## src/rtl/pong_pkg.sv

```systemverilog
// Shared types and constants for the pong design: screen geometry, game and
// update-sequencer state encodings, and the signed position helper.
package pong_pkg;

   localparam int H_RES = 640;
   localparam int V_RES = 480;

   typedef enum logic [2:0] {
      IDLE  = 3'd0,
      SERVE = 3'd1,
      PLAY  = 3'd2,
      OVER  = 3'd3
   } game_state_t;

   typedef enum logic [2:0] {
      U_IDLE    = 3'd0,
      U_PADDLE  = 3'd1,
      U_BALL    = 3'd2,
      U_COLLIDE = 3'd3,
      U_COMMIT  = 3'd4
   } upd_state_t;

   // One extra bit over the stored 10-bit positions so under/overflow shows up.
   typedef logic signed [10:0] spos_t;

   function automatic logic [9:0] clamp_pos(input spos_t v, input spos_t hi);
      if (v[10]) begin
         return '0;
      end else if (v > hi) begin
         return hi[9:0];
      end else begin
         return v[9:0];
      end
   endfunction

endpackage

```

## src/rtl/btn_sync.sv

```systemverilog
// Two-flop synchronizer bank for asynchronous push-button inputs.
module btn_sync #(
   parameter int WIDTH = 1
) (
   input  logic             clk_i,
   input  logic             rst_ni,
   input  logic [WIDTH-1:0] async_i,
   output logic [WIDTH-1:0] sync_o
);

   logic [WIDTH-1:0] meta_q;
   logic [WIDTH-1:0] sync_q;

   always_ff @(posedge clk_i or negedge rst_ni) begin
      if (!rst_ni) begin
         meta_q <= '0;
         sync_q <= '0;
      end else begin
         meta_q <= async_i;
         sync_q <= meta_q;
      end
   end

   assign sync_o = sync_q;

endmodule

```

## src/rtl/pong_ctrl.sv

```systemverilog
// Per-frame pong game controller: a short update sequence at each frame_tick
// moves paddles and ball, resolves collisions/scoring and commits the outputs.
module pong_ctrl
   import pong_pkg::*;
#(
   parameter int H_RES        = 640,
   parameter int V_RES        = 480,
   parameter int BALL_SIZE    = 8,
   parameter int PADDLE_W     = 8,
   parameter int PADDLE_H     = 48,
   parameter int PADDLE_XL    = 16,
   parameter int PADDLE_XR    = 616,
   parameter int BALL_SPEED   = 2,
   parameter int PADDLE_SPEED = 4,
   parameter int SERVE_FRAMES = 60,
   parameter int WIN_SCORE    = 9
) (
   input  logic       clock_25M,
   input  logic       reset_n,
   input  logic       frame_tick,
   input  logic       btn_l_up,
   input  logic       btn_l_dn,
   input  logic       btn_r_up,
   input  logic       btn_r_dn,
   input  logic       btn_start,
   output logic [9:0] ball_x,
   output logic [9:0] ball_y,
   output logic [9:0] paddle_l_y,
   output logic [9:0] paddle_r_y,
   output logic [3:0] score_l,
   output logic [3:0] score_r,
   output logic [2:0] game_state,
   output logic       update_done
);

   localparam spos_t SPD_B  = spos_t'(BALL_SPEED);
   localparam spos_t SPD_P  = spos_t'(PADDLE_SPEED);
   localparam spos_t BSZ    = spos_t'(BALL_SIZE);
   localparam spos_t PH     = spos_t'(PADDLE_H);
   localparam spos_t X_MAX  = spos_t'(H_RES - BALL_SIZE);
   localparam spos_t Y_MAX  = spos_t'(V_RES - BALL_SIZE);
   localparam spos_t P_MAX  = spos_t'(V_RES - PADDLE_H);
   localparam spos_t XL_HIT = spos_t'(PADDLE_XL + PADDLE_W);
   localparam spos_t XR_HIT = spos_t'(PADDLE_XR - BALL_SIZE);

   localparam logic [9:0] CX     = 10'((H_RES - BALL_SIZE) / 2);
   localparam logic [9:0] CY     = 10'((V_RES - BALL_SIZE) / 2);
   localparam logic [9:0] P_INIT = 10'((V_RES - PADDLE_H) / 2);
   localparam logic [3:0] WIN    = 4'(WIN_SCORE);

   localparam int                CNT_W    = $clog2(SERVE_FRAMES + 1);
   localparam logic [CNT_W-1:0]  CNT_LAST = CNT_W'(SERVE_FRAMES - 1);

   logic [4:0] btn_s;
   logic       start_s, l_up_s, l_dn_s, r_up_s, r_dn_s;

   upd_state_t  upd_q, upd_d;
   game_state_t state_q, state_d;

   logic [9:0]       ball_x_q, ball_y_q, pl_q, pr_q;
   logic [3:0]       score_l_q, score_r_q;
   logic             vx_neg_q, vy_neg_q, serve_neg_q;
   logic [CNT_W-1:0] cnt_q;

   logic [9:0] wpl_q, wpr_q;
   spos_t      wbx_q, wby_q;

   spos_t bx_c, by_c, old_x;
   logic  vxn_c, vyn_c, miss_l, miss_r;

   logic paddles_en, ball_live, restart, launch, score_pt;

   btn_sync #(.WIDTH(5)) u_btn_sync (
      .clk_i   (clock_25M),
      .rst_ni  (reset_n),
      .async_i ({btn_start, btn_r_dn, btn_r_up, btn_l_dn, btn_l_up}),
      .sync_o  (btn_s)
   );

   assign {start_s, r_dn_s, r_up_s, l_dn_s, l_up_s} = btn_s;

   function automatic logic [9:0] step_paddle(input logic [9:0] y, input logic up,
                                              input logic dn);
      spos_t n;
      n = $signed({1'b0, y});
      if (up && !dn) begin
         n = n - SPD_P;
      end else if (dn && !up) begin
         n = n + SPD_P;
      end
      return clamp_pos(n, P_MAX);
   endfunction

   function automatic logic overlap(input spos_t by, input logic [9:0] py);
      spos_t p;
      p = $signed({1'b0, py});
      return ((by + BSZ) > p) && (by < (p + PH));
   endfunction

   function automatic logic [3:0] sat_inc(input logic [3:0] s);
      return (s >= WIN) ? s : s + 4'd1;
   endfunction

   always_ff @(posedge clock_25M or negedge reset_n) begin
      if (!reset_n) begin
         upd_q <= U_IDLE;
      end else begin
         upd_q <= upd_d;
      end
   end

   // A tick arriving mid-sequence is dropped because only U_IDLE looks at it.
   always_comb begin
      upd_d = upd_q;
      case (upd_q)
         U_IDLE:    if (frame_tick) upd_d = U_PADDLE;
         U_PADDLE:  upd_d = U_BALL;
         U_BALL:    upd_d = U_COLLIDE;
         U_COLLIDE: upd_d = U_COMMIT;
         default:   upd_d = U_IDLE;
      endcase
   end

   always_ff @(posedge clock_25M or negedge reset_n) begin
      if (!reset_n) begin
         state_q <= IDLE;
      end else begin
         state_q <= state_d;
      end
   end

   always_comb begin
      state_d = state_q;
      if (upd_q == U_COLLIDE) begin
         case (state_q)
            IDLE:  if (start_s) state_d = SERVE;
            SERVE: if (cnt_q == CNT_LAST) state_d = PLAY;
            PLAY: begin
               if (miss_l) begin
                  state_d = (sat_inc(score_r_q) == WIN) ? OVER : SERVE;
               end else if (miss_r) begin
                  state_d = (sat_inc(score_l_q) == WIN) ? OVER : SERVE;
               end
            end
            OVER:  if (start_s) state_d = SERVE;
            default: state_d = IDLE;
         endcase
      end
   end

   always_comb begin
      paddles_en = (state_q == SERVE) || (state_q == PLAY);
      ball_live  = (state_q == PLAY);
      restart    = 1'b0;
      launch     = 1'b0;
      score_pt   = 1'b0;
      if (upd_q == U_COLLIDE) begin
         restart  = ((state_q == IDLE) || (state_q == OVER)) && start_s;
         launch   = (state_q == SERVE) && (cnt_q == CNT_LAST);
         score_pt = ball_live && (miss_l || miss_r);
      end
   end

   always_ff @(posedge clock_25M or negedge reset_n) begin
      if (!reset_n) begin
         wpl_q <= P_INIT;
         wpr_q <= P_INIT;
         wbx_q <= $signed({1'b0, CX});
         wby_q <= $signed({1'b0, CY});
      end else begin
         case (upd_q)
            U_PADDLE: begin
               wpl_q <= paddles_en ? step_paddle(pl_q, l_up_s, l_dn_s) : pl_q;
               wpr_q <= paddles_en ? step_paddle(pr_q, r_up_s, r_dn_s) : pr_q;
            end
            U_BALL: begin
               if (ball_live) begin
                  wbx_q <= $signed({1'b0, ball_x_q}) + (vx_neg_q ? -SPD_B : SPD_B);
                  wby_q <= $signed({1'b0, ball_y_q}) + (vy_neg_q ? -SPD_B : SPD_B);
               end else begin
                  wbx_q <= $signed({1'b0, CX});
                  wby_q <= $signed({1'b0, CY});
               end
            end
            default: ;
         endcase
      end
   end

   // Walls first, then paddles (tested against the wall-corrected y), then misses.
   always_comb begin
      old_x  = $signed({1'b0, ball_x_q});
      by_c   = wby_q;
      vyn_c  = vy_neg_q;
      bx_c   = wbx_q;
      vxn_c  = vx_neg_q;
      miss_l = 1'b0;
      miss_r = 1'b0;
      if (by_c[10]) begin
         by_c  = '0;
         vyn_c = 1'b0;
      end else if (by_c > Y_MAX) begin
         by_c  = Y_MAX;
         vyn_c = 1'b1;
      end
      if (vx_neg_q && (bx_c <= XL_HIT) && (old_x >= XL_HIT) && overlap(by_c, wpl_q)) begin
         bx_c  = XL_HIT;
         vxn_c = 1'b0;
      end else if (!vx_neg_q && (bx_c >= XR_HIT) && (old_x <= XR_HIT) &&
                   overlap(by_c, wpr_q)) begin
         bx_c  = XR_HIT;
         vxn_c = 1'b1;
      end else if (bx_c[10]) begin
         miss_l = 1'b1;
      end else if (bx_c > X_MAX) begin
         miss_r = 1'b1;
      end
   end

   always_ff @(posedge clock_25M or negedge reset_n) begin
      if (!reset_n) begin
         ball_x_q    <= CX;
         ball_y_q    <= CY;
         pl_q        <= P_INIT;
         pr_q        <= P_INIT;
         score_l_q   <= '0;
         score_r_q   <= '0;
         vx_neg_q    <= 1'b0;
         vy_neg_q    <= 1'b0;
         serve_neg_q <= 1'b0;
         cnt_q       <= '0;
      end else if (upd_q == U_COLLIDE) begin
         pl_q <= wpl_q;
         pr_q <= wpr_q;
         if (restart) begin
            score_l_q   <= '0;
            score_r_q   <= '0;
            cnt_q       <= '0;
            serve_neg_q <= 1'b0;
         end
         if (state_q == SERVE) begin
            if (launch) begin
               vx_neg_q <= serve_neg_q;
               vy_neg_q <= 1'b0;
            end else begin
               cnt_q <= cnt_q + 1'b1;
            end
         end
         if (ball_live && !score_pt) begin
            ball_x_q <= bx_c[9:0];
            ball_y_q <= by_c[9:0];
            vx_neg_q <= vxn_c;
            vy_neg_q <= vyn_c;
         end else begin
            ball_x_q <= CX;
            ball_y_q <= CY;
         end
         // Next serve heads toward whoever conceded.
         if (score_pt) begin
            cnt_q <= '0;
            if (miss_l) begin
               score_r_q   <= sat_inc(score_r_q);
               serve_neg_q <= 1'b1;
            end else begin
               score_l_q   <= sat_inc(score_l_q);
               serve_neg_q <= 1'b0;
            end
         end
      end
   end

   assign ball_x      = ball_x_q;
   assign ball_y      = ball_y_q;
   assign paddle_l_y  = pl_q;
   assign paddle_r_y  = pr_q;
   assign score_l     = score_l_q;
   assign score_r     = score_r_q;
   assign game_state  = state_q;
   assign update_done = (upd_q == U_COMMIT);

endmodule

```

## config.mk

```make
export PLATFORM = sky130hd
export DESIGN_NAME = pong_ctrl
export DESIGN_NICKNAME = d
export VERILOG_FILES = /design/src/rtl/pong_pkg.sv /design/src/rtl/btn_sync.sv /design/src/rtl/pong_ctrl.sv
export SDC_FILE = /design/constraint.sdc
export NUM_CORES = 1
export LEC_CHECK = 0
export CAP_MARGIN = 20
export CORE_ASPECT_RATIO = 2
export CORE_MARGIN = 2
export CORE_UTILIZATION = 49
export CTS_BUF_LIST = sky130_fd_sc_hd__clkbuf_8
export DETAILED_ROUTE_END_ITERATION = 16
export GPL_TIMING_DRIVEN = 0
export HOLD_SLACK_MARGIN = 0.1
export PLACE_DENSITY = 0.69
export SLEW_MARGIN = 15
export SYNTH_ARGS = -nofsm -noshare
export SYNTH_HDL_FRONTEND = slang
export SYNTH_SLANG_ARGS = --single-unit
```

## constraint.sdc

```tcl
create_clock -name clock_25M -period 5.3 [get_ports clock_25M]
set_clock_uncertainty 0.1 [all_clocks]
set_input_delay 0.53 -clock clock_25M [delete_from_list [all_inputs] [get_ports clock_25M]]
set_output_delay 0.53 -clock clock_25M [all_outputs]
set_load 0.05 [all_outputs]
```

==> run_1/placement_by_type.png <==
Drawn at 2 px/µm.
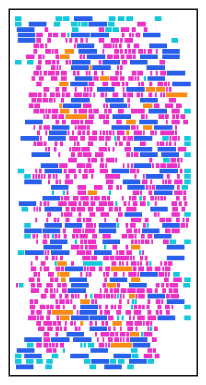
class	colour	cells	share of their area
sequential cells	blue	114	32%
remaining buffers and delay cells	cyan	91	8.3%
clock drivers and dummy loads	orange	32	5.2%
combinational and other logic	magenta	729	54%
sequential cell area share: 31.6%
post-route cell area: 9170 µm²
Layout Utilization: 58.4%

==> run_1/io_fan.png <==
Drawn at 3 px/µm.
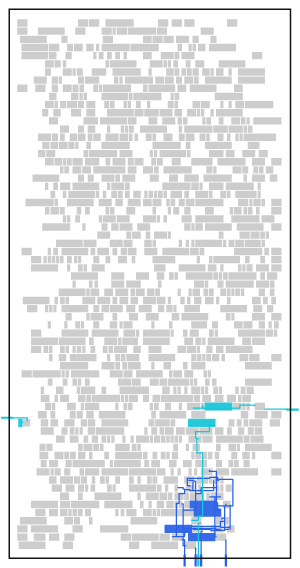
port	colour	bits	direction	edge	end cells	buffers	wire
`game_state`	cyan	3	output	1 bottom, 1 right, 1 left	3	3	94.9 µm
`score_l`	blue	4	output	bottom	4	4	240 µm
PortBufs: 58
Boundary Pins: 60

==> metrics.csv, run 1 <==
stage;metric;value;unit
logic_synthesis;Cells after Synth;870;
logic_synthesis;main flop type;dfrtp_1;
setup_path;Worst setup endpoint;ball_x[0]$_DFFE_PN0P_;
logic_synthesis;top cell type by instance count after synthesis;nand2_1;
setup_path;Max FO, Critical Path;7;
grt;GR Overflow Total;0;
clock_network;Sinks on Clock Net;114;
layout;dominant logic cell types in the final layout;nand2_1 (96), dfrtp_1 (78), ha_1 (67);
pwr;maximum vdd drop;0.305;mV
routing;first drt pass iteration count;5;
setup_path;CP required;5.59;ns
layout;Nets;1030;
setup_path;Critical Path Start;wby_q[0]$_DFFE_PN0N_;
logic_synthesis;Yosys reg bits;114;
logic_synthesis;top cells by count, synth;nand2_1 (96), dfrtp_1 (78), ha_1 (67), o21ai_0 (58), inv_1 (54);
floorplanning;chip area;17000;µm²
job;max cap viols;0;
routing;Vias/cell;6.11;
clock_network;Root Driver;clkbuf_8;
final_timing;Relative slew margins;36.4;%
clock_network;clock buffer depth;2;
pwr;Static Leak;0.00391;µW
logic_synthesis;Post-synth seq share;37.1;%
layout;Top Registers;wbx_q (11), wby_q (11);
routing;Post-DRT Antenna Nets;0;
final_timing;Sum Neg Setup Slack;0;ns
placement;Post-Place Worst Slack;0.325;ns
grt;antenna violations before repair;0;
setup_path;WP buf/inv;1;
worst_hold_path;worst hold path type;reg2reg;
setup_path;R2R Setup Slk;0.28;ns
setup_path;Startpoint Class;register;
routing;DR WL/cell;19.5;µm
logic_synthesis;Chip Area, Yosys;7810;µm²
grt;gr usage total;27.8;%
floorplanning;Row Count;65;
final_timing;Pins Over Slew Limit;0;
layout;share of layout cells above drive strength 1;10.9;%
routing;metal2 WL;12.6;mm
logic_synthesis;Cell Type Count;81;
clock_network;Reg clk slew, reported paths;0.07;ns
clock_network;Max H-tree Level;4;
placement;Final GP Congestion;0.895;
worst_hold_path;Hold EP;u_btn_sync.sync_o[4]$_DFF_PN0_;
final_timing;setup ws final;0.279;ns
layout;Comb area;4610;µm²
clock_network;setup repair bufs after CTS;0;
grt;first-pass GRT wire length;36.5;mm
setup_path;Critical Path, Cell by Cell;o311a_1, o2111a_1, nor3_1, and2_1, clkbuf_1, and3b_1, nand3_1, a21oi_1, ha_1, a21o_1, a21oi_1, o21ai_0, o22ai_1, o22ai_4, nor3_1, a22o_1;
worst_hold_path;hold_sp;u_btn_sync.meta_q[4]$_DFF_PN0_;
final_timing;Final min period;5.02;ns
worst_hold_path;Worst Hold Path Cells;0;
setup_path;FF-to-FF path depth;16;
final_timing;worst slew pin tran;0.953;ns
setup_path;cell family with most CP delay;AND-OR/OR-AND gates;
setup_path;arrival time worst endpoint;5.31;ns
layout;Flop area;2900;µm²
job;Log Warnings;35;
final_timing;Final Hold Viols;0;
logic_synthesis;cell taking the most area after synthesis;dfrtp_1;
final_timing;Setup-failing EPs final;0;
logic_synthesis;Post-synth EDFFs;0;
grt;largest net degree at the start of global routing;86;
final_timing;fmax;0.199;GHz
grt;vias in the first global route;7189;
final_timing;period utilization;94.7;%
placement;post-DP HPWL;17.4;mm
clock_network;CTS Buf Count;17;
final_timing;Hold WS;0.256;ns
floorplanning;Die X;93.3;µm
floorplanning;Starting Density;49.7;%
clock_network;CTS tree;done;
logic_synthesis;Avg Inst Size Synth;8.97;µm²
routing;routed wire length;22.8;mm
routing;M1 WL;8.29;mm
setup_path;Levels on crit path;16;
routing;routed wl met3;626;µm
floorplanning;Core ar.;15700;µm²
setup_path;Critical Path Max Stage Delay;0.61;ns
placement;post-place instance area;8690;µm²
routing;DRC viols;0;
logic_synthesis;ys cells;870;
setup_path;start of the worst register-to-register path;wby_q[0]$_DFFE_PN0N_;
pwr;pwr dens;538;nW/µm²
logic_synthesis;Async S/R FF share, synth;100;%
floorplanning;die height;183;µm
layout;Final Non-Filler Cells;1167;
layout;Area growth syn-to-layout;17.5;%
layout;fillers;1434;
routing;via count;7125;
final_timing;RSZ-0062 raised after global routing;false;
logic_synthesis;post-synth top area share;25.0;%
setup_path;reg-to-reg endpoint;ball_x[0]$_DFFE_PN0P_;
placement;placed cell count;1134;
setup_path;Crit Path Class;reg2reg;
logic_synthesis;top cells by area;dfrtp_1 (25%), dfstp_2 (12%), ha_1 (11%), nand2_1 (4.6%), o21ai_0 (3.7%);
setup_path;slowest CP cell;nor3_1;
layout;dominant logic cell type in the layout;nand2_1;
routing;DR top layer;met4;
logic_synthesis;Post-Syn Area;7810;µm²
clock_network;insertion delay at the late pin of the worst-skew pair;0.46;ns
logic_synthesis;synth warn;0;
routing;Initial DRC Count;377;
setup_path;Worst setup EP type;register;
run_status;status;finished clean;
layout;Antenna Cells;0;
==> run_1/clk_routes.png <==
Drawn at 2 px/µm.
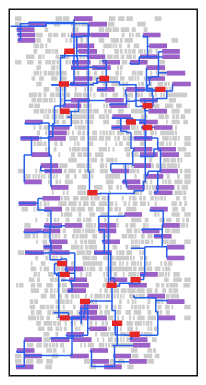
[flip-flops] purple | count: 114
[clock drivers] red | count: 17
[clock wires] blue | length: 1730 µm
flops lie	widely spread

run 1: report_power, final:
group          internal, µW  switching (µW)  total [µW]
combinational           911            1670        2580
clock                   592             379         971
sequential             1120             262        1390
total                  2630            2310        4930
run 1: timing repair:
action | in CTS | in global routing
hold buffers | 1 | 0
resized | 0 | 2
hold endpoints to repair | 26 | 0
endpoints found under the setup margin | 0 | 3
run 1: cells by family (layout without fill, tap and decap cells):
logic type	Yosys count	in the layout	synth area share, %
mux	2	2	0.272
other cells	1	5	0.0480
xor+xnor	36	36	4.04
fa+ha+maj	69	69	11.3
flops	114	114	37.1
compound gates	266	266	23.6
simple gates	296	296	19.5
buf+inv	86	178	4.20
run 1: worst register-to-register path, stage by stage, from the launching register on:
cell and delay [ns]:
dfrtp_1 0.40, o311a_1 0.35, o2111a_1 0.24, nor3_1 0.30, and2_1 0.19, clkbuf_1 0.35, and3b_1 0.27, nand3_1 0.09
a21oi_1 0.34, ha_1 0.32, a21o_1 0.18, a21oi_1 0.12, o21ai_0 0.14, o22ai_1 0.54, o22ai_4 0.20, nor3_1 0.61
a22o_1 0.23
run 1: routing by layer:
metal,GRT usage [%],vias up
met5,0,-
met4,17.3,0
met3,3.55,85
met2,51.6,177
met1,28.5,3493
li1,-,3370
run 1: per-stage QoR:
| step | power (µW) | utilization [%] |
|---|---|---|
| floorplan | 3140 | - |
| global placement | 3890 | 55.1 |
| detailed placement | 3940 | 55.3 |
| CTS | 4920 | 58.4 |
| global route | 5250 | 58.4 |
| finish | 4930 | 58.4 |
run 1: area by class of cell:
class	instances	area share, %
buffer	31	1.32
multi-input combinational	674	50.3
sequential	114	31.6
clock inverter	12	2.06
inverter	55	2.25
tap	201	2.74
timing repair buffer	60	6.75
clock buffer	20	3.00
--- run 2 (diff from run 1) ---
Settings changed: CELL_PAD_IN_SITES_DETAIL_PLACEMENT set to 1, CELL_PAD_IN_SITES_GLOBAL_PLACEMENT set to 1, CORE_UTILIZATION 49 to 47, PLACE_DENSITY 0.69 to not set, PLACE_DENSITY_LB_ADDON set to 0.1, RECOVER_POWER set to 50.
==> run_2/placement_by_type.png <==
Drawn at 2 px/µm.
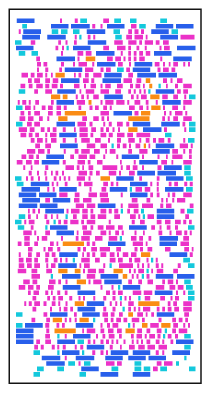
class	colour	cells	share of their area
remaining buffers and delay cells	cyan	91	8.0%
clock drivers and dummy loads	orange	32	5.2%
combinational and other logic	magenta	729	54%
sequential cells	blue	114	33%
post-route cell area: 9160 µm²
Row Count: 66

==> run 2 against run 1 <==
Against the previous run:
- the flow now finishes with violations (capacitance limit, slew limit)
- register-to-register slack got worse by 0.02 ns
- core utilization decreased by 2.2 points
- first-iteration DRC count decreased by 39%
- combinational power increased by 4%
- global-route usage increased by 3.5 points
- maximum frequency decreased by 0.33%
- critical endpoint is now ball_y[8]$_DFFE_PN0P_
- largest power group unchanged
==> metrics.csv, run 2 <==
stage;metric;value;unit;change
clock_network;Reg clk slew, reported paths;0.07;ns;about the same
setup_path;cell family with most CP delay;AND-OR/OR-AND gates;;
pwr;power in the clock group;968;µW;about the same
layout;dominant logic cell types in the final layout;nand2_1 (96), dfrtp_1 (78), ha_1 (67);;
job;Log Warnings;35;;unchanged
pwr;pwr dens;550;nW/µm²;+2.3%
floorplanning;chip area;17700;µm²;+4.1%
floorplanning;Starting Density;48.0;%;-1.7 points
placement;placed cell count;1137;;+0.26%
setup_path;start of the worst register-to-register path;wby_q[0]$_DFFE_PN0N_;;
logic_synthesis;Cells after Synth;870;;unchanged
floorplanning;Core ar.;16300;µm²;+3.6%
final_timing;RSZ-0062 raised after global routing;false;;
pwr;clock share of power;19.2;%;-0.5 points
layout;Antenna Cells;0;;unchanged
placement;Final GP Congestion;0.889;;-0.74%
floorplanning;die height;186;µm;+2.1%
logic_synthesis;top cells by area;dfrtp_1 (25%), dfstp_2 (12%), ha_1 (11%), nand2_1 (4.6%), o21ai_0 (3.7%);;
logic_synthesis;top cells by count, synth;nand2_1 (96), dfrtp_1 (78), ha_1 (67), o21ai_0 (58), inv_1 (54);;
final_timing;Pins Over Slew Limit;117;;+117
setup_path;Levels on crit path;17;;+1
grt;GR Overflow Total;0;;unchanged
setup_path;Worst setup EP type;register;;
clock_network;clock buffer depth;2;;unchanged
logic_synthesis;synth warn;0;;unchanged
grt;vias in the first global route;8127;;+13%
routing;Initial DRC Count;229;;-39%
clock_network;insertion delay at the late pin of the worst-skew pair;0.46;ns;about the same
layout;Top Registers;wbx_q (11), wby_q (11);;
run_status;status;complete, but fails checks;;
setup_path;Critical Path, Cell by Cell;o311a_1, o2111a_1, nor3_1, and2_1, clkbuf_1, and3b_1, nand3_1, a21oi_1, ha_1, nand3_1, or2_2, a21oi_1, o22a_1, a22oi_1, buf_2, a21oi_4, a22o_1;;
logic_synthesis;Yosys reg bits;114;;unchanged
worst_hold_path;hold_sp;u_btn_sync.meta_q[0]$_DFF_PN0_;;
logic_synthesis;Post-Syn Area;7810;µm²;unchanged
final_timing;period utilization;95.0;%;+0.32 points
clock_network;CTS Buf Count;17;;unchanged
pwr;NetSw;2420;µW;+5.1%
setup_path;slowest CP cell;dfrtp_1;;
clock_network;Max H-tree Level;4;;unchanged
final_timing;Hold WS;0.253;ns;-0.00320 ns
pwr;P_comb;2680;µW;+4%
pwr;top power group;combinational logic;;
run_status;failing checks;capacitance limit, slew limit;;
final_timing;Final Hold Viols;0;;unchanged
setup_path;WP buf/inv;2;;+1
final_timing;fmax;0.199;GHz;-0.33%
layout;Area growth syn-to-layout;17.3;%;
routing;Vias/cell;6.28;;+2.8%
logic_synthesis;Post-synth seq share;37.1;%;unchanged
setup_path;Max FO, Critical Path;10;;+3
placement;PortBufs;58;;unchanged
logic_synthesis;Post-synth EDFFs;0;;unchanged
pwr;internal power;2610;µW;-0.50%
clock_network;CTS tree;done;;
job;max cap viols;2;;+2
placement;post-place instance area;8690;µm²;about the same
logic_synthesis;cell taking the most area after synthesis;dfrtp_1;;
pwr;Gate power share;53.1;%;+0.9 points
routing;Post-DRT Antenna Nets;0;;unchanged
layout;Layout Utilization;56.3;%;-2.2 points
routing;first drt pass iteration count;5;;unchanged
floorplanning;Die X;95.1;µm;+2.0%
grt;largest net degree at the start of global routing;68;;-21%
logic_synthesis;Async S/R FF share, synth;100;%;unchanged
placement;Post-Place Worst Slack;0.198;ns;-0.126 ns
layout;dominant logic cell type in the layout;nand2_1;;
final_timing;Relative slew margins;-70.1;%;-110 points
logic_synthesis;ys cells;870;;unchanged
grt;antenna violations before repair;0;;unchanged
final_timing;worst slew pin tran;2.55;ns;+1.60 ns
setup_path;FF-to-FF path depth;17;;+1
setup_path;Crit Path Class;reg2reg;;
clock_network;Sinks on Clock Net;114;;unchanged
setup_path;reg-to-reg endpoint;ball_y[8]$_DFFE_PN0P_;;
logic_synthesis;post-synth top area share;25.0;%;unchanged
setup_path;arrival time worst endpoint;5.33;ns;+0.02 ns
pwr;Seq. pwr;1390;µW;about the same
routing;DRC viols;0;;unchanged
floorplanning;Boundary Pins;60;;unchanged
setup_path;CP required;5.60;ns;about the same
logic_synthesis;Avg Inst Size Synth;8.97;µm²;unchanged
worst_hold_path;Hold EP;u_btn_sync.sync_o[0]$_DFF_PN0_;;
setup_path;R2R Setup Slk;0.26;ns;-0.02 ns
pwr;Sw Ratio;48.1;%;+1.4 points
pwr;maximum vdd drop;0.295;mV;-3.4%
worst_hold_path;worst hold path type;reg2reg;;
final_timing;setup ws final;0.263;ns;-0.0168 ns
setup_path;Critical Path Max Stage Delay;0.41;ns;-0.20 ns
clock_network;Root Driver;clkbuf_8;;
pwr;Static Leak;0.00388;µW;-0.76%
clock_network;setup repair bufs after CTS;0;;unchanged
placement;post-DP HPWL;21.0;mm;+21%
logic_synthesis;main flop type;dfrtp_1;;
routing;routed wire length;26.5;mm;+17%
logic_synthesis;Cell Type Count;81;;unchanged
worst_hold_path;Worst Hold Path Cells;0;;unchanged
logic_synthesis;top cell type by instance count after synthesis;nand2_1;;
final_timing;Sum Neg Setup Slack;0;ns;unchanged
layout;Nets;1030;;unchanged
setup_path;Startpoint Class;register;;
logic_synthesis;Chip Area, Yosys;7810;µm²;unchanged
routing;via count;7346;;+3.1%
final_timing;Final min period;5.04;ns;+0.0168 ns
layout;share of layout cells above drive strength 1;11.1;%;+0.21 points
==> run_2/placement.png <==
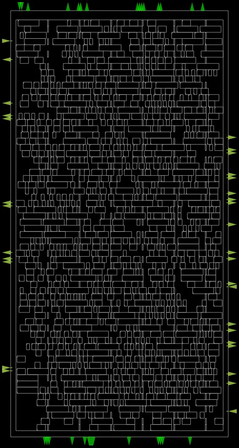
seq_cells: 114
fillers: 1916

-- run 2: metal layers --
metal	track usage, %	vias to the layer above	routed length (µm)
met5	0	-	0
met4	20.5	0	1850
met3	5.36	111	751
met2	59.8	181	14900
met1	29.3	3688	9050
li1	-	3366	-
-- run 2: cell families after synthesis --
group                      count (synthesis)  share of synthesized area, %
and+or+nand+nor                          296                          19.5
AOI/OAI and AO/OA                        266                          23.6
DFF                                      114                          37.1
buffers and inverters                     86                          4.20
adders and majority gates                 69                          11.3
xor gates and xnor gates                  36                          4.04
muxes                                      2                         0.272
other                                      1                        0.0480
-- run 2: worst max-delay path by stage --
stage,from,end,slack (ns)
finish,wby_q[0]$_DFFE_PN0N_,ball_y[8]$_DFFE_PN0P_,0.26
global route,wby_q[0]$_DFFE_PN0N_,ball_x[2]$_DFFE_PN1P_,0.02
CTS,wby_q[0]$_DFFE_PN0N_,score_l[3]$_DFFE_PN0P_,0.17
detailed placement,wby_q[0]$_DFFE_PN0N_,score_l[3]$_DFFE_PN0P_,0.20
global placement,reset_n,u_btn_sync.meta_q[2]$_DFF_PN0_,-0.69
floorplan,wby_q[0]$_DFFE_PN0N_,score_l[3]$_DFFE_PN0P_,1.26
-- run 2: layout make-up --
cell class / instances / area, µm² / share of cell area (%)
multi-input cells: 674 / 4630 / 50.5
flip-flops and latches: 114 / 2900 / 31.7
repair buffers: 60 / 589 / 6.44
well taps: 204 / 255 / 2.79
clock buffers: 18 / 248 / 2.71
clock inverters: 14 / 211 / 2.31
inverters: 55 / 206 / 2.26
plain buffers: 31 / 121 / 1.33
-- run 2: what timing repair did --
| item | 4_1_cts | 5_1_grt |
|---|---|---|
| hold buffers | 1 | 0 |
| gates resized | 0 | 5 |
| hold endpoints to repair | 35 | 0 |
| endpoints found under the setup margin | 0 | 26 |
--- run 3 (diff from run 2) ---
Settings changed: CORE_UTILIZATION 47 to 49.
Clock period 5.3 ns to 6.3 ns, I/O delays scaled along.
==> run_3/flops_by_reg.png <==
Drawn at 2 px/µm.
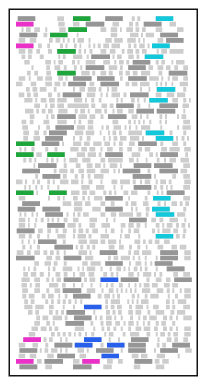
signal	colour	placed flops
`paddle_r_y`	green	10
`u_btn_sync.meta_q`	magenta	5
`wbx_q`	cyan	11
`cnt_q`	blue	6
not coloured	82

==> run 3 against run 2 <==
Against the previous run:
- the flow still finishes with violations (capacitance limit, slew limit)
- global-route usage rose by 1.6 points
- clock power fell by 35%
- core utilization rose by 1.1 points
- combinational power fell by 16%
- synthesized cell count did not move
- sequential cell count did not move
- die area fell by 4.0%
- setup slack improved by 0.72 ns
- hold slack improved by 0.0051 ns
- design area fell by 1.6%
- sequential share of layout area rose by 0.50 points
- critical path type unchanged
- critical endpoint is now score_l[3]$_DFFE_PN0P_
- highest routed layer unchanged
==> metrics.csv, run 3 <==
stage;metric;value;unit;change
run_status;status;complete, but fails checks;;
run_status;failing checks;capacitance limit, slew limit;;
routing;M1 WL;8.96;mm;-1.0%
setup_path;FF-to-FF path depth;16;;-1
grt;largest net degree at the start of global routing;68;;unchanged
routing;first drt pass iteration count;5;;unchanged
layout;share of layout cells above drive strength 1;10.0;%;-1.0 points
logic_synthesis;Async S/R FF share, synth;100;%;unchanged
logic_synthesis;Post-synth seq share;37.1;%;unchanged
layout;NonClk Buf Share;7.89;%;+0.12 points
final_timing;period utilization;84.3;%;-11 points
pwr;Seq. pwr;1180;µW;-15%
pwr;P_comb;2260;µW;-16%
pwr;internal power;2040;µW;-22%
grt;met1 GRT Util;31.6;%;+2.3 points
layout;Flop area;2900;µm²;unchanged
setup_path;Crit Path Class;reg2reg;;
final_timing;Pins Over Slew Limit;117;;unchanged
pwr;power in the clock group;631;µW;-35%
layout;fillers;1878;;-2.0%
logic_synthesis;Chip Area, Yosys;7810;µm²;unchanged
layout;dominant logic cell types in the final layout;nand2_1 (96), dfrtp_1 (78), ha_1 (67);;
layout;post-route cell area;9010;µm²;-1.6%
routing;via count;7429;;+1.1%
setup_path;Startpoint Class;register;;
final_timing;Relative slew margins;-71.6;%;-1.4 points
pwr;Sw Ratio;49.9;%;+1.8 points
placement;Post-Place Worst Slack;1.12;ns;+0.925 ns
setup_path;Levels on crit path;16;;-1
final_timing;worst slew pin tran;2.57;ns;+0.0217 ns
clock_network;Root Driver;clkbuf_8;;
setup_path;Worst setup EP type;register;;
layout;Clock buffer cells;19;;+1
grt;GR Overflow Total;0;;unchanged
setup_path;arrival time worst endpoint;5.56;ns;+0.23 ns
placement;PortBufs;58;;unchanged
setup_path;Critical Path, Cell by Cell;o311a_1, o2111a_1, nor3_1, and2_1, clkbuf_1, and3b_1, nand3_1, a21oi_1, ha_1, a21o_1, a21oi_1, o21ai_0, o22a_1, a221oi_1, nor3_1, a22o_1;;
logic_synthesis;Post-synth EDFFs;0;;unchanged
layout;dominant logic cell type in the layout;nand2_1;;
setup_path;start of the worst register-to-register path;wby_q[0]$_DFFE_PN0N_;;
layout;Top class by area;multi-input combinational cells;;
floorplanning;chip area;17000;µm²;-4.0%
logic_synthesis;Cells after Synth;870;;unchanged
setup_path;WP buf/inv;1;;-1
final_timing;fmax;0.188;GHz;-5.2%
layout;Area growth syn-to-layout;15.5;%;
clock_network;CTS Buf Count;17;;unchanged
logic_synthesis;top cell type by instance count after synthesis;nand2_1;;
layout;seq_cells;114;;unchanged
layout;Comb area;4600;µm²;-0.54%
setup_path;cell family with most CP delay;AND-OR/OR-AND gates;;
setup_path;Worst setup endpoint;score_l[3]$_DFFE_PN0P_;;
final_timing;Hold WS;0.258;ns;+0.00514 ns
layout;Nets;1030;;unchanged
placement;post-place instance area;8690;µm²;about the same
pwr;NetSw;2030;µW;-16%
placement;post-DP HPWL;20.7;mm;-1.5%
grt;Most Crowded Layer GR;met2;;
floorplanning;Starting Density;49.7;%;+1.7 points
floorplanning;Boundary Pins;60;;unchanged
layout;Multi-In Gates;674;;unchanged
pwr;pwr dens;451;nW/µm²;-18%
clock_network;clock buffer depth;2;;unchanged
final_timing;Final Hold Viols;0;;unchanged
setup_path;Max FO, Critical Path;7;;-3
pwr;Gate power share;55.5;%;+2.4 points
layout;Antenna Cells;0;;unchanged
pwr;Static Leak;0.00386;µW;-0.65%
routing;metal2 WL;15.0;mm;+0.79%
final_timing;Final min period;5.31;ns;+0.276 ns
routing;routed wire length;26.6;mm;about the same
logic_synthesis;main flop type;dfrtp_1;;
routing;Initial DRC Count;380;;+66%
floorplanning;die height;183;µm;-2.0%
logic_synthesis;Cell Type Count;81;;unchanged
floorplanning;Die X;93.3;µm;-2.0%
job;max cap viols;2;;unchanged
pwr;top power group;combinational logic;;
layout;Inverters;55;;unchanged
setup_path;Critical Path Start;wby_q[0]$_DFFE_PN0N_;;
logic_synthesis;Avg Inst Size Synth;8.97;µm²;unchanged
floorplanning;Tapcells;201;;-1.5%
pwr;clock share of power;15.5;%;-3.7 points
logic_synthesis;post-synth top area share;25.0;%;unchanged
floorplanning;Row Count;65;;-1.5%
grt;vias in the first global route;8207;;+0.98%
clock_network;cts repair resizes;0;;unchanged
clock_network;Max H-tree Level;4;;unchanged
setup_path;CP required;6.54;ns;+0.94 ns
grt;met2 usage;63.0;%;+3.2 points
layout;sequential cell area share;32.2;%;+0.50 points
logic_synthesis;ys cells;870;;unchanged
logic_synthesis;Post-Syn Area;7810;µm²;unchanged
logic_synthesis;top cells by count, synth;nand2_1 (96), dfrtp_1 (78), ha_1 (67), o21ai_0 (58), inv_1 (54);;
logic_synthesis;cell taking the most area after synthesis;dfrtp_1;;
clock_network;insertion delay at the late pin of the worst-skew pair;0.47;ns;about the same
clock_network;Sinks on Clock Net;114;;unchanged
placement;Final GP Congestion;0.911;;+2.5%
grt;GRT met3 Usage;4.05;%;-1.3 points
logic_synthesis;synth warn;0;;unchanged
routing;Post-DRT Antenna Nets;0;;unchanged
clock_network;Reg clk slew, reported paths;0.08;ns;about the same
job;Log Warnings;35;;unchanged
routing;Vias/cell;6.37;;+1.4%
pwr;maximum vdd drop;0.233;mV;-21%
routing;routed wl met3;777;µm;+3.5%
setup_path;Critical Path Max Stage Delay;0.80;ns;+0.39 ns
placement;placed cell count;1134;;-0.26%
logic_synthesis;Yosys reg bits;114;;unchanged
==> run_3/placement.png <==
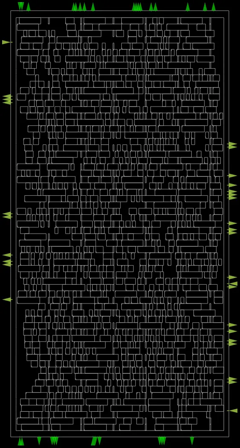
Final Non-Filler Cells: 1167
Layout Utilization: 57.4%
Core ar.: 15700 µm²

==> run 3: cell types whose count changed in the layout (fill, tap and decap cells not counted), sizes merged <==
cell / change
clkinv: +1
clkdlybuf4s50: -1
bufinv: -4
clkinvlp: -3
clkbuf: +1
inv: +5
dlygate4sd3: +1
==> run 3: kinds of logic (layout without fill, tap and decap cells) <==
kind of cell	Yosys count	after routing	share of synthesized area, %
xor+xnor	36	36	4.04
compound gates	266	266	23.6
other cells	1	5	0.0480
buf+inv	86	178	4.20
flops	114	114	37.1
fa+ha+maj	69	69	11.3
mux	2	2	0.272
simple gates	296	296	19.5
==> run 3: what timing repair did <==
action / 4_1_cts / 5_1_grt
hold buffers: 1 / 0
setup buffers: 0 / 0
endpoints found under the hold margin: 35 / 0
==> run 3: worst min path at each step <==
stage                                   startpoint                              to  slack (ns)  depth (start not counted)
floorplan                                  reset_n           ball_x[0]$_DFFE_PN0P_        0.23                          0
global placement    u_btn_sync.meta_q[4]$_DFF_PN0_  u_btn_sync.sync_o[4]$_DFF_PN0_        0.23                          0
detailed placement  u_btn_sync.meta_q[0]$_DFF_PN0_  u_btn_sync.sync_o[0]$_DFF_PN0_        0.24                          0
CTS                 u_btn_sync.meta_q[0]$_DFF_PN0_  u_btn_sync.sync_o[0]$_DFF_PN0_        0.26                          0
global route        u_btn_sync.meta_q[2]$_DFF_PN0_  u_btn_sync.sync_o[2]$_DFF_PN0_        0.27                          0
finish              u_btn_sync.meta_q[0]$_DFF_PN0_  u_btn_sync.sync_o[0]$_DFF_PN0_        0.26                          0
Power figures rest on the tool's default switching activity, not on a simulated workload.
